### src/rtl/cereal_if.sv
// Requester and transmitter signals shared by the serial byte arbiter.
// master = arbiter side, slave = requesters plus transmitter side.
interface cereal_if #(
  parameter int NREQ = 4
);
  logic [NREQ-1:0]   req_valid;
  logic [8*NREQ-1:0] req_data;
  logic [NREQ-1:0]   req_ack;
  logic [7:0]        tx_data;
  logic              tx_start;
  logic              tx_status;

  modport master (
    input  req_valid,
    input  req_data,
    input  tx_status,
    output req_ack,
    output tx_data,
    output tx_start
  );

  modport slave (
    output req_valid,
    output req_data,
    output tx_status,
    input  req_ack,
    input  tx_data,
    input  tx_start
  );
endinterface

### src/rtl/cereal_arbiter.sv
// Round-robin arbiter sharing one serial byte transmitter between
// NREQ sources; one frame per accepted byte, sticky start timeout.
module cereal_arbiter #(
  parameter int NREQ          = 4,
  parameter int START_TIMEOUT = 12000,
  parameter int CNT_W         = 16
) (
  input  logic             sysclk,
  input  logic             reset,
  cereal_if.master         bus,
  input  logic             err_clr,
  output logic [2:0]       grant_id,
  output logic             busy,
  output logic             err,
  output logic [CNT_W-1:0] byte_cnt
);
  localparam int TW = $clog2(START_TIMEOUT + 1);

  typedef enum logic [1:0] {
    IDLE,
    LAUNCH,
    WAIT_DONE,
    ACK
  } state_t;

  state_t        state;
  state_t        nstate;
  logic          st_m;
  logic          st_s;
  logic [2:0]    rr_ptr;
  logic [2:0]    pick;
  logic          hit;
  logic [TW-1:0] tcnt;
  logic [7:0]    data_q;
  logic          grant;
  logic          tmo;
  logic          ack;

  // tx_status comes from a divided clock domain; preset to ready
  always_ff @(posedge sysclk or posedge reset) begin
    if (reset) begin
      st_m <= 1'b1;
      st_s <= 1'b1;
    end else begin
      st_m <= bus.tx_status;
      st_s <= st_m;
    end
  end

  // Highest offset first so the nearest valid index after rr_ptr wins
  always_comb begin
    hit  = 1'b0;
    pick = '0;
    for (int k = NREQ; k >= 1; k--) begin
      if (bus.req_valid[(int'(rr_ptr) + k) % NREQ]) begin
        hit  = 1'b1;
        pick = 3'((int'(rr_ptr) + k) % NREQ);
      end
    end
  end

  always_ff @(posedge sysclk or posedge reset) begin
    if (reset) state <= IDLE;
    else       state <= nstate;
  end

  always_comb begin
    nstate = state;
    grant  = 1'b0;
    tmo    = 1'b0;
    ack    = 1'b0;
    unique case (state)
      IDLE: begin
        if (hit) begin
          grant  = 1'b1;
          nstate = LAUNCH;
        end
      end
      LAUNCH: begin
        if (!st_s) begin
          nstate = WAIT_DONE;
        end else if (tcnt == TW'(START_TIMEOUT - 1)) begin
          tmo    = 1'b1;
          nstate = IDLE;
        end
      end
      WAIT_DONE: begin
        if (st_s) nstate = ACK;
      end
      ACK: begin
        ack    = 1'b1;
        nstate = IDLE;
      end
      default: nstate = IDLE;
    endcase
  end

  always_ff @(posedge sysclk or posedge reset) begin
    if (reset) begin
      rr_ptr   <= 3'(NREQ - 1);
      grant_id <= '0;
      data_q   <= '0;
      tcnt     <= '0;
      err      <= 1'b0;
      byte_cnt <= '0;
    end else begin
      if (grant) begin
        grant_id <= pick;
        data_q   <= bus.req_data[int'(pick)*8 +: 8];
        tcnt     <= '0;
      end
      if (state == LAUNCH) tcnt <= tcnt + 1'b1;
      if (tmo || ack)      rr_ptr <= grant_id;
      if (ack)             byte_cnt <= byte_cnt + 1'b1;
      // A timeout in the same cycle as a clear must stay visible
      if (tmo)          err <= 1'b1;
      else if (err_clr) err <= 1'b0;
    end
  end

  assign bus.tx_start = (state == LAUNCH);
  assign bus.tx_data  = data_q;
  assign busy         = (state != IDLE);
  assign bus.req_ack  = ack ? (NREQ'(1) << grant_id) : '0;

endmodule

### src/flat_wrapper.sv
// flat-port wrapper written by rule: the top's interface ports become plain ports
module cereal_arbiter_flat 
#(
  parameter int NREQ          = 4,
  parameter int START_TIMEOUT = 12000,
  parameter int CNT_W         = 16
)
  (sysclk, reset, err_clr, grant_id, busy, err, byte_cnt, bus_req_valid, bus_req_data, bus_tx_status, bus_req_ack, bus_tx_data, bus_tx_start);
  cereal_if #(.NREQ(NREQ)) bus_i ();
  input  logic sysclk;
  input  logic reset;
  input  logic err_clr;
  output logic [2:0] grant_id;
  output logic busy;
  output logic err;
  output logic [CNT_W-1:0] byte_cnt;
  input wire logic [$bits(bus_i.req_valid)-1:0] bus_req_valid;
  input wire logic [$bits(bus_i.req_data)-1:0] bus_req_data;
  input wire logic [$bits(bus_i.tx_status)-1:0] bus_tx_status;
  output wire logic [$bits(bus_i.req_ack)-1:0] bus_req_ack;
  output wire logic [$bits(bus_i.tx_data)-1:0] bus_tx_data;
  output wire logic [$bits(bus_i.tx_start)-1:0] bus_tx_start;
  assign bus_i.req_valid = bus_req_valid;
  assign bus_i.req_data = bus_req_data;
  assign bus_i.tx_status = bus_tx_status;
  assign bus_req_ack = bus_i.req_ack;
  assign bus_tx_data = bus_i.tx_data;
  assign bus_tx_start = bus_i.tx_start;
  cereal_arbiter #(.NREQ(NREQ), .START_TIMEOUT(START_TIMEOUT), .CNT_W(CNT_W)) u_core (.sysclk(sysclk), .reset(reset), .bus(bus_i), .err_clr(err_clr), .grant_id(grant_id), .busy(busy), .err(err), .byte_cnt(byte_cnt));
endmodule
### config.mk
export PLATFORM = sky130hd
export DESIGN_NAME = cereal_arbiter_flat
export DESIGN_NICKNAME = d
export VERILOG_FILES = /design/src/rtl/cereal_if.sv /design/src/rtl/cereal_arbiter.sv /design/src/flat_wrapper.sv
export SDC_FILE = /design/constraint.sdc
export NUM_CORES = 1
export LEC_CHECK = 0
export CORE_MARGIN = 10
export CORE_UTILIZATION = 25
export CTS_BUF_LIST = sky130_fd_sc_hd__clkbuf_8
export CTS_CLUSTER_DIAMETER = 50
export DETAILED_ROUTE_END_ITERATION = 10
export GPL_ROUTABILITY_DRIVEN = 0
export MAX_ROUTING_LAYER = met4
export PLACE_DENSITY = 0.52
export RECOVER_POWER = 50
export SKIP_CTS_REPAIR_TIMING = 1
export SLEW_MARGIN = 20
export SYNTH_ARGS = -nofsm -noshare
export SYNTH_HDL_FRONTEND = slang
export SYNTH_SLANG_ARGS = --single-unit
### constraint.sdc
create_clock -name sysclk -period 5.6 [get_ports sysclk]
set_input_delay 1.12 -clock sysclk [delete_from_list [all_inputs] [get_ports sysclk]]
set_output_delay 1.12 -clock sysclk [all_outputs]
set_load 0.03 [all_outputs]
==> qor.txt, run 1 <==
Buffering overhead - 20.9%
Most flops, register - u_core.byte_cnt
Via density - 4.73
Dpl ws - 2.10 ns
TritonCTS Sinks - 47
Delay of the slowest cell on the worst path - 0.72 ns
Main logic family - simple AND/OR/NAND/NOR gates
Largest net degree at the start of global routing - 48
Post-Place Cell Area - 3360 µm²
Filler instances - 1007
Status - finished with violations
H-tree depth - 2
Top-area cell share - 42.9%
Post-DRT Antenna Nets - 0
Worst-path clk slew - 0.09 ns
Final worst slack - 2.36 ns
TNS Setup - 0 ns
Max reg flops - 16
Worst Hold Class - reg -> reg
Non-clock buffer count in the final layout - 72
YS chip area - 2510 µm²
Clock tree root driver cell - clkbuf_8
Worst path slowest cell - clkdlybuf4s50_1
Max-slew violation count - 48
Post-layout min period - 3.24 ns
Die Span X - 120 µm
Routed length on met1 - 3.35 mm
DRC errors left - 0
Post-synth EDFFs - 0
CP arrival - 2.12 ns
DRT iter0 DRCs - 148
Total Power - 1.40 mW
Most common reg cell - dfrtp_1
Grt total ovfl - 0
Cell area power density - 406 nW/µm²
Max Cap Viol - 1
RR Startpoint - u_core.rr_ptr[0]
Synth Register Bits - 47
Total GRT Usage - 9.74%
Initial antenna violation count - 0
Yosys top cell by instances - dfrtp_1
Syn Nets - 299
Seq_cells - 47
Gate Area - 1260 µm²
Port Buffers - 72
Area growth from synthesis to layout - 37.2%
Cell class ranked first by area - combinational gates
Nets@finish - 370
Vias - 2183
Synth top cells by count - dfrtp_1, nand2_1, o21ai_1, nor2_1
RSZ-0062 raised after global routing - no
Design area - 3450 µm²
Buffers & Inverters on Critical Path - 2
Layout clock area frac - 2.87%
Drt pass-1 iters - 4
Clock Path Buffers - 2
First-pass GRT wire length - 11.2 mm
Hold path start - u_core.st_m
CP Max Fanout - 13
Clk_lat worst skew - 0.31 ns
Post-Syn Instances - 257
Critical path's top delay family - buffers and inverters
Yosys cell count - 257
Worst relative slew slack - -41.7%
Highest routed layer - met4
Critical path endpoint category - output pin
Comb_multi_in - 197
Worst Skew - 0.00995 ns
Post-synth cell types - 48
N_diodes - 0
Fa+ha+maj area frac - 0.997%
Worst-Margin Slew - 2.11 ns
Synth area leaders - dfrtp_1, dfstp_2, nand2_1
Failing checks - capacitance limit, slew limit
FP Core Util - 25.7%
Global Route met3 Usage - 2.75%
Worst Setup Path Type - reg -> out
Stage-log warning count - 26
Final HPWL DP - 5.23 mm
Synthesized area - 2510 µm²
Sequential-to-total area share from yosys stat - 47.0%
Final setup vio count - 0
CTS tree - yes
Combinational share of cell area - 36.5%
Basic Gates by Area - 23.0%
Core box area - 9770 µm²
Met3 routed WL - 406 µm
Inverters - 5
## run 1: cells by family (layout without fill, tap and decap cells)
| group | Yosys count | in the layout |
|---|---|---|
| and+or+nand+nor | 104 | 104 |
| AOI/OAI and AO/OA | 60 | 60 |
| adders and majority gates | 2 | 2 |
| other | 1 | 1 |
| muxes | 12 | 12 |
| buffers and inverters | 13 | 85 |
| xor gates and xnor gates | 18 | 18 |
| DFF | 47 | 47 |
## run 1: worst paths after layout
kind | to | slack, ns | cells after the start
max | bus_tx_start | 2.36 | 3
min | u_core.st_s | 0.36 | 0
max reg2reg | u_core.bus.tx_data[7] | 3.37 | 5
min reg2reg | u_core.st_s | 0.36 | 0
max in group asynchronous | u_core.tcnt[12] | 2.83 | 2
min in group asynchronous | u_core.byte_cnt[15] | 1.80 | 2
## run 1: placed cells by master, fill, tap and decap left out, types with 3 or more instances in the layout
master | synthesis | final
mux2i_1 | 9 | 9
nand4_1 | 9 | 9
clkbuf_8 | 0 | 6
and4_1 | 9 | 9
dfstp_2 | 4 | 4
nand2_1 | 28 | 28
nand3_1 | 12 | 12
nor2_1 | 18 | 18
a21oi_1 | 5 | 5
dfrtp_1 | 43 | 43
clkdlybuf4s50_1 | 0 | 70
inv_1 | 4 | 3
o21ai_1 | 19 | 19
o31a_1 | 8 | 8
xnor2_1 | 12 | 12
nor3_1 | 2 | 3
o211ai_1 | 9 | 9
o21ai_0 | 8 | 8
xor2_1 | 6 | 6
nand2b_1 | 4 | 4
## run 1: where the power goes
group | internal (mW) | switching [mW] | leakage (nW)
registers | 0.422 | 0.0903 | 0.612
logic | 0.272 | 0.390 | 0.680
clock network | 0.101 | 0.122 | 0.0474
total | 0.795 | 0.602 | 1.34
Fig. 1: run 1, where the registers sit
The bar under the picture is 20 µm long. Other sequential cells in the stronger gray, the rest of the logic in the fainter gray.
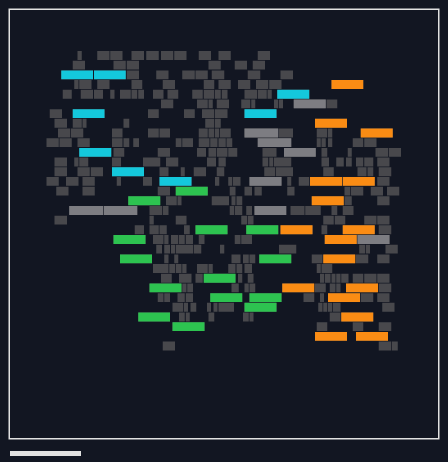
Cyan marks `u_core.bus.tx_data`, sequential cells 8. Green marks `u_core.tcnt`, sequential cells 14, where center. Orange marks `u_core.byte_cnt`, sequential cells 16.
Another 9 sequential cells are not colored.
Final Util: 35.3%
Flop area: 1180 µm²
Seq/total area: 34.3%
Flop+latch power: 0.513 mW

Fig. 2: run 1, metal 1
The bar under the picture is 20 µm long. Supply wires on this layer in gray. Cells faint in the background.
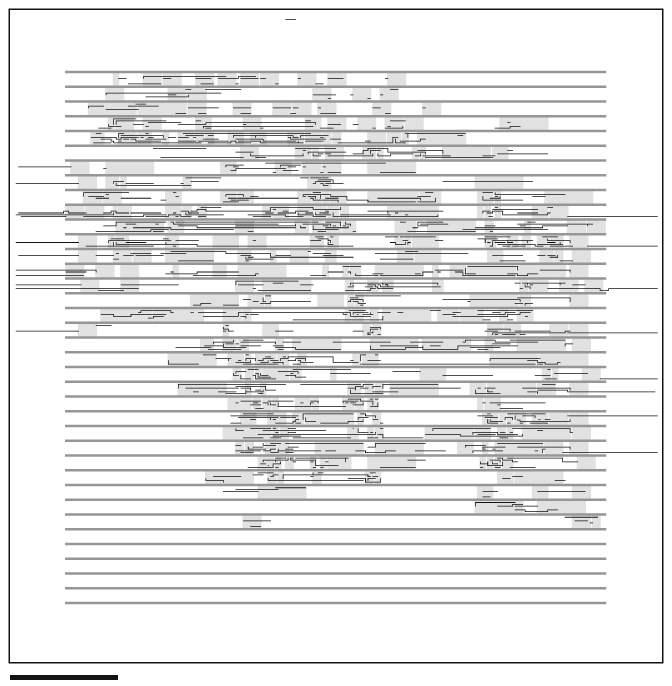
The longest straight run is 32.2 µm. The wires run mostly horizontal. The layer holds 48% of the routed length. The layer carries 3350 µm of wire.

Fig. 3: run 1, routing congestion map
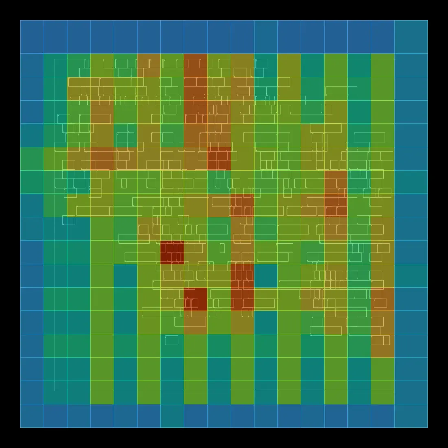
GR peak layer: met2
met2 GRT Util: 14.2%
met1 Use GR: 12.8%

Fig. 4: run 1, signal wires by layer
Two of the layers only.
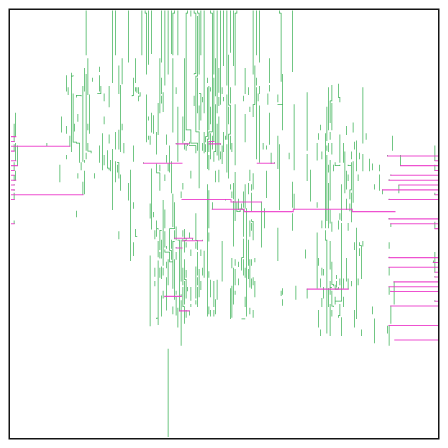

==> run 2: changes to the inputs <==
==> constraint.sdc (replaced) <==
create_clock -name sysclk -period 3.1 [get_ports sysclk]
set_input_delay 0.62 -clock sysclk [delete_from_list [all_inputs] [get_ports sysclk]]
set_output_delay 0.62 -clock sysclk [all_outputs]
set_load 0.03 [all_outputs]
Fig. 5: run 2, signal wires by layer
Two of the layers only.
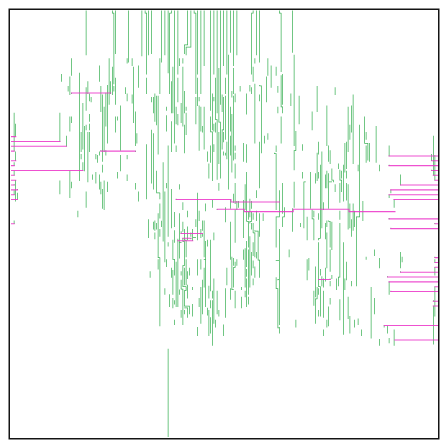
Magenta marks met3, wire length 370 µm. Green marks met2, wire length 3260 µm.

==> run 2 against run 1 <==
The run now ends clean. Combinational power up 87%. Non-clock buffer count up 9. Sequential power up 81%. Worst setup slack worse by 1.8 ns. Largest power group unchanged. Total power up 82%. Sequential cell count unchanged. Synthesized cell count unchanged.
==> qor.txt, run 2 <==
Status - complete, no violations
Core box area - 9770 µm² (unchanged)
Stage-log warning count - 26 (unchanged)
Syn Nets - 299 (unchanged)
Post-Place Cell Area - 3420 µm² (+2.0%)
Sequential-to-total area share from yosys stat - 47.0% (unchanged)
Cell area power density - 727 nW/µm² (+79%)
Basic Gates by Area - 23.0% (unchanged)
RSZ-0062 raised after global routing - no
Most common reg cell - dfrtp_1
DRT iter0 DRCs - 156 (+5.4%)
First-pass GRT wire length - 11.5 mm (+3.3%)
Port Buffers - 72 (unchanged)
Clk_lat worst skew - 0.30 ns (about the same)
Yosys cell count - 257 (unchanged)
GR peak layer - met2
Design area - 3500 µm² (+1.5%)
Synthesized area - 2510 µm² (unchanged)
Area growth from synthesis to layout - 39.3%
Filler instances - 1022 (+1.5%)
Synth top cells by count - dfrtp_1, nand2_1, o21ai_1, nor2_1
Main logic family - simple AND/OR/NAND/NOR gates
Worst-path clk slew - 0.09 ns (about the same)
Flop area - 1180 µm² (unchanged)
CP Max Fanout - 8 (-5)
TNS Setup - 0 ns (unchanged)
Critical path endpoint category - output pin
Worst relative slew slack - 23.3% (+65 points)
Nets@finish - 379 (+2.4%)
Met3 routed WL - 369 µm (-9.1%)
YS chip area - 2510 µm² (unchanged)
Dominant logic cell type in the layout - clkdlybuf4s50_1
Routed length on met1 - 3.35 mm (about the same)
Die Span X - 120 µm (unchanged)
N_diodes - 0 (unchanged)
Post-layout min period - 2.58 ns
H-tree depth - 2 (unchanged)
Max reg flops - 16 (unchanged)
Fa+ha+maj area frac - 0.997% (unchanged)
Worst-Margin Slew - 1.15 ns (-0.964 ns)
Post-Syn Instances - 257 (unchanged)
Max Cap Viol - 0 (-1)
Grt total ovfl - 0 (unchanged)
DRC errors left - 0 (unchanged)
Largest net degree at the start of global routing - 31 (-35%)
Final setup vio count - 0 (unchanged)
Hold Vio Cnt, Final - 0
CTS tree - yes
Worst Skew - 0.0120 ns (+0.00205 ns)
Vias - 2207 (+1.1%)
CP arrival - 1.96 ns (-0.16 ns)
Highest routed layer - met4
Top-area cell share - 42.9% (unchanged)
R2R Setup Slk - 1.17 ns (-2.20 ns)
Worst Setup Path Type - reg -> out
Post-synth cell types - 48 (unchanged)
Clock Path Buffers - 2 (unchanged)
Dominant logic cell types in the final layout - clkdlybuf4s50_1, dfrtp_1, nand2_1
TritonCTS Sinks - 47 (unchanged)
Drt pass-1 iters - 4 (unchanged)
Via density - 4.69 (-0.83%)
Worst Hold Class - reg -> reg
Clock tree root driver cell - clkbuf_8
Total Power - 2.54 mW (+82%)
Yosys top cell by instances - dfrtp_1
Synth area leaders - dfrtp_1, dfstp_2, nand2_1
Post-DRT Antenna Nets - 0 (unchanged)
Post-synth EDFFs - 0 (unchanged)
FP Core Util - 25.7% (unchanged)
Initial antenna violation count - 0 (unchanged)
Most flops, register - u_core.byte_cnt
Final HPWL DP - 5.40 mm (+3.2%)
Gate Area - 1260 µm² (+0.50%)
Synth Register Bits - 47 (unchanged)
Max-slew violation count - 0 (-100%)
Area fraction in xor and xnor cells - 6.28%
Fig. 6: run 2, routing congestion map
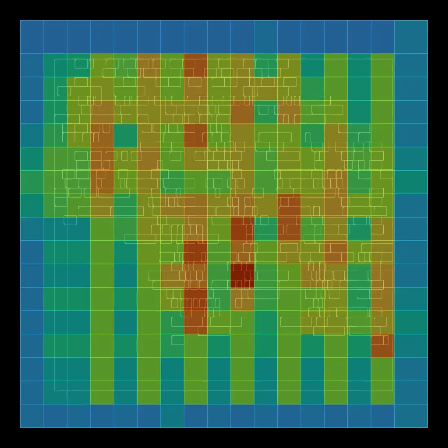
Global Route met3 Usage: 2.98%
met1 Use GR: 12.9%
Total GRT Usage: 9.91%
met2 GRT Util: 14.8%

==> run 2: final cells by class <==
| cell class | instances | area share (%) |
|---|---|---|
| multi-input combinational | 197 | 36.2 |
| sequential | 47 | 33.8 |
| timing repair buffer | 81 | 22.2 |
| tap | 133 | 4.76 |
| clock buffer | 5 | 1.97 |
| clock inverter | 3 | 0.572 |
| inverter | 5 | 0.537 |
==> run 2: report_power, final <==
part	switching (mW)	internal [mW]
clock network	0.212	0.157
registers	0.164	0.763
logic	0.721	0.523
==> run 2: path summary, 6_finish.rpt <==
kind	start	end	cells past startpoint
worst max-delay path	u_core.state[0]	bus_req_ack[3]	3
worst min-delay path	u_core.st_m	u_core.st_s	0
worst max register to register	u_core.tcnt[8]	u_core.rr_ptr[0]	5
worst min register to register	u_core.st_m	u_core.st_s	0
max in group asynchronous	reset	u_core.st_s	3
min in group asynchronous	reset	u_core.byte_cnt[13]	2
==> run 2: through the flow <==
step / cells / util [%] / worst slack [ns] / hold slack, ns
after floorplan: 257 / - / 1.14 / 0.345
after global placement: 463 / 35.0 / 0.566 / 0.347
after detailed placement: 463 / 35.0 / 0.438 / 0.347
after CTS: 471 / 35.9 / 0.551 / 0.360
after global routing: 471 / 35.8 / 0.382 / 0.369
final: 471 / 35.8 / 0.523 / 0.360
==> run 2: cells by family (layout without fill, tap and decap cells) <==
group	Yosys count	in the layout
buffers and inverters	13	94
adder cells (fa/ha/maj)	2	2
flip-flops	47	47
multiplexers	12	12
other	1	1
AND-OR/OR-AND	60	60
XOR/XNOR	18	18
AND/OR/NAND/NOR	104	104
==> run 2: worst max-delay path, stage by stage, from the launching register on <==
cell and delay, ns:
dfrtp_1 0.46, and2_0 0.33, and3_1 0.20, clkdlybuf4s50_1 0.67
Fig. 7: run 2, port wiring
The bar under the picture is 20 µm long.
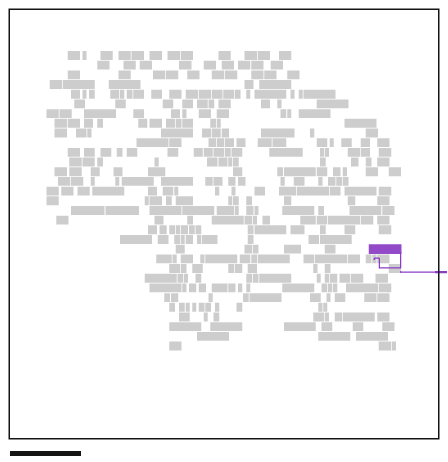

==> run 3: changes to the inputs <==
--- a/config.mk
+++ b/config.mk
@@ -12,7 +12,7 @@
 export DETAILED_ROUTE_END_ITERATION = 10
 export GPL_ROUTABILITY_DRIVEN = 0
 export MAX_ROUTING_LAYER = met4
-export PLACE_DENSITY = 0.52
+export PLACE_DENSITY = 0.53
 export RECOVER_POWER = 50
 export SKIP_CTS_REPAIR_TIMING = 1
 export SLEW_MARGIN = 20
==> constraint.sdc (replaced) <==
create_clock -name sysclk -period 2.3 [get_ports sysclk]
set_input_delay 0.46 -clock sysclk [delete_from_list [all_inputs] [get_ports sysclk]]
set_output_delay 0.46 -clock sysclk [all_outputs]
set_load 0.03 [all_outputs]
Fig. 8: run 3, port wiring
The bar under the picture is 20 µm long.
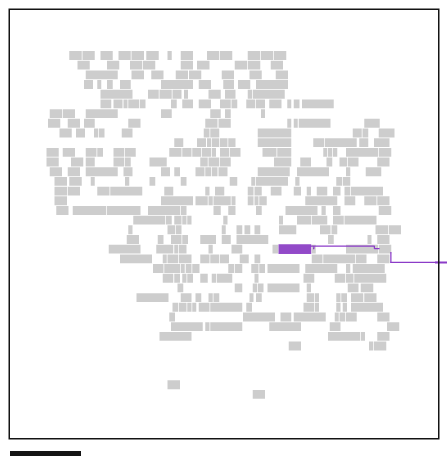
Purple marks `err`, direction output, end cells 1, buffers 1, wire 36.8 µm.
Port Buffers: 72
I/O Pins: 74

Fig. 9: run 3, routing congestion map
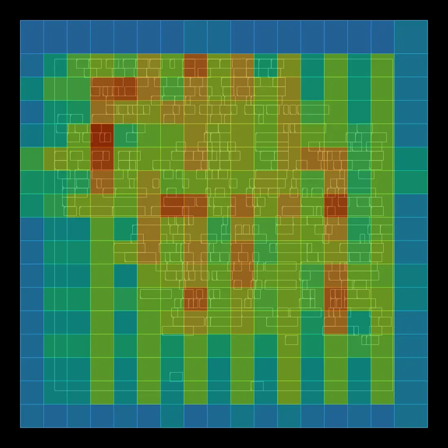
Avg WL per Cell: 14.9 µm
Final Util: 36.2%
met1 Use GR: 13.2%
Total GRT Usage: 10.2%
met2 GRT Util: 15.1%

==> run 3 against run 2 <==
Non-clock buffer count grew 5. Clock skew shrank 0.0048 ns. Critical path depth grew 3. Synthesized cell count is the same. Worst setup slack lost 0.40 ns. Combinational power grew about 40%. Critical endpoint is now u_core.bus.tx_data[5].
==> qor.txt, run 3 <==
Status - complete, no violations
CTS tree - yes
Worst Hold Class - reg -> reg
Nets@finish - 384 (+1.3%)
CP Max Fanout - 8 (unchanged)
Clock Path Buffers - 2 (unchanged)
Total Power - 3.49 mW (+37%)
Internal power - 2.00 mW (+39%)
Post-layout min period - 2.18 ns
Grt total ovfl - 0 (unchanged)
H-tree depth - 2 (unchanged)
Via density - 4.71 (+0.43%)
Design area - 3540 µm² (+1.1%)
Post-synth cell types - 48 (unchanged)
N_diodes - 0 (unchanged)
Worst setup path start - bus_req_valid[1]
RR Startpoint - u_core.tcnt[0]
Synthesized area - 2510 µm² (unchanged)
Drt pass-1 iters - 4 (unchanged)
Initial antenna violation count - 0 (unchanged)
Yosys cell count - 257 (unchanged)
Post-Syn Instances - 257 (unchanged)
DRT iter0 DRCs - 140 (-10%)
Worst relative slew slack - 43.1% (+20 points)
Worst path slowest cell - o21ai_0
Hold Vio Cnt, Final - 0 (unchanged)
Post-DRT Antenna Nets - 0 (unchanged)
Synth Register Bits - 47 (unchanged)
Net Switching - 1.49 mW (+36%)
Clock tree root driver cell - clkbuf_8
Final Non-Filler Cells - 476 (+1.1%)
Vias - 2240 (+1.5%)
Worst-path cell chain - dlygate4sd3_1 > and2b_1 > o21ai_0 > and4_1 > o21ai_1 > o211ai_1
Most flops, register - u_core.byte_cnt
Combinational fraction of design power - 50.0% (+1.0 points)
Syn Nets - 299 (unchanged)
Core box area - 9770 µm² (unchanged)
Max Cap Viol - 0 (unchanged)
TritonCTS Sinks - 47 (unchanged)
Final worst slack - 0.123 ns (-0.401 ns)
Final HPWL DP - 5.49 mm (+1.7%)
Worst-Margin Slew - 0.845 ns (-0.305 ns)
Delay of the slowest cell on the worst path - 0.66 ns (about the same)
Area growth from synthesis to layout - 40.8%
Worst Setup Path Type - in -> reg
Hold path start - u_core.st_m
Most common reg cell - dfrtp_1
Critical path endpoint category - flip-flop
Cell area power density - 987 nW/µm² (+36%)
==> run 3: metrics by stage <==
stage | setup TNS, ns | hold WS [ns] | util [%]
after floorplan | 0 | 0.345 | -
after global placement | -0.0322 | 0.347 | 35.4
after detailed placement | -0.911 | 0.347 | 35.4
after CTS | -0.184 | 0.360 | 36.3
after global routing | 0 | 0.369 | 36.2
final | 0 | 0.359 | 36.2
==> run 3: cells by family after synthesis <==
logic type,synth area share [%]
buf+inv,2.39
simple gates,23.0
compound gates,15.2
mux,4.93
xor+xnor,6.28
flops,47.0
other cells,0.149
fa+ha+maj,0.996
==> run 3: area by class of cell <==
cell class | count | area, µm² | share of cell area (%)
repair buffers | 86 | 818 | 23.1
flip-flops and latches | 47 | 1180 | 33.4
clock buffers | 5 | 68.8 | 1.95
well taps | 133 | 166 | 4.71
multi-input cells | 197 | 1260 | 35.8
clock inverters | 3 | 17.5 | 0.495
inverters | 5 | 18.8 | 0.531
==> run 3: path summary, 6_finish.rpt <==
check | to | slack, ns | cells after the start
max | u_core.bus.tx_data[5] | 0.12 | 6
min | u_core.st_s | 0.36 | 0
max reg2reg | u_core.rr_ptr[0] | 0.39 | 6
min reg2reg | u_core.st_s | 0.36 | 0
max in group asynchronous | u_core.bus.tx_data[4] | 0.46 | 3
min in group asynchronous | u_core.byte_cnt[10] | 0.75 | 2
==> run 3: per-layer routing <==
layer,GRT usage [%],wire (µm),vias up
met5,-,0,-
met4,2.71,65,0
met3,3.07,390,8
met2,15.1,3260,53
met1,13.2,3360,1077
li1,-,-,1102
==> run 3: worst register-to-register path: cells and delay by family, from the launching register on <==
kind	cells	cell delay [ns]
AND-OR/OR-AND	1	0.14
flip-flops	1	0.45
AND/OR/NAND/NOR	3	0.65
multiplexers	1	0.33
adder cells (fa/ha/maj)	1	0.26
Power and IR drop assume default switching activity.
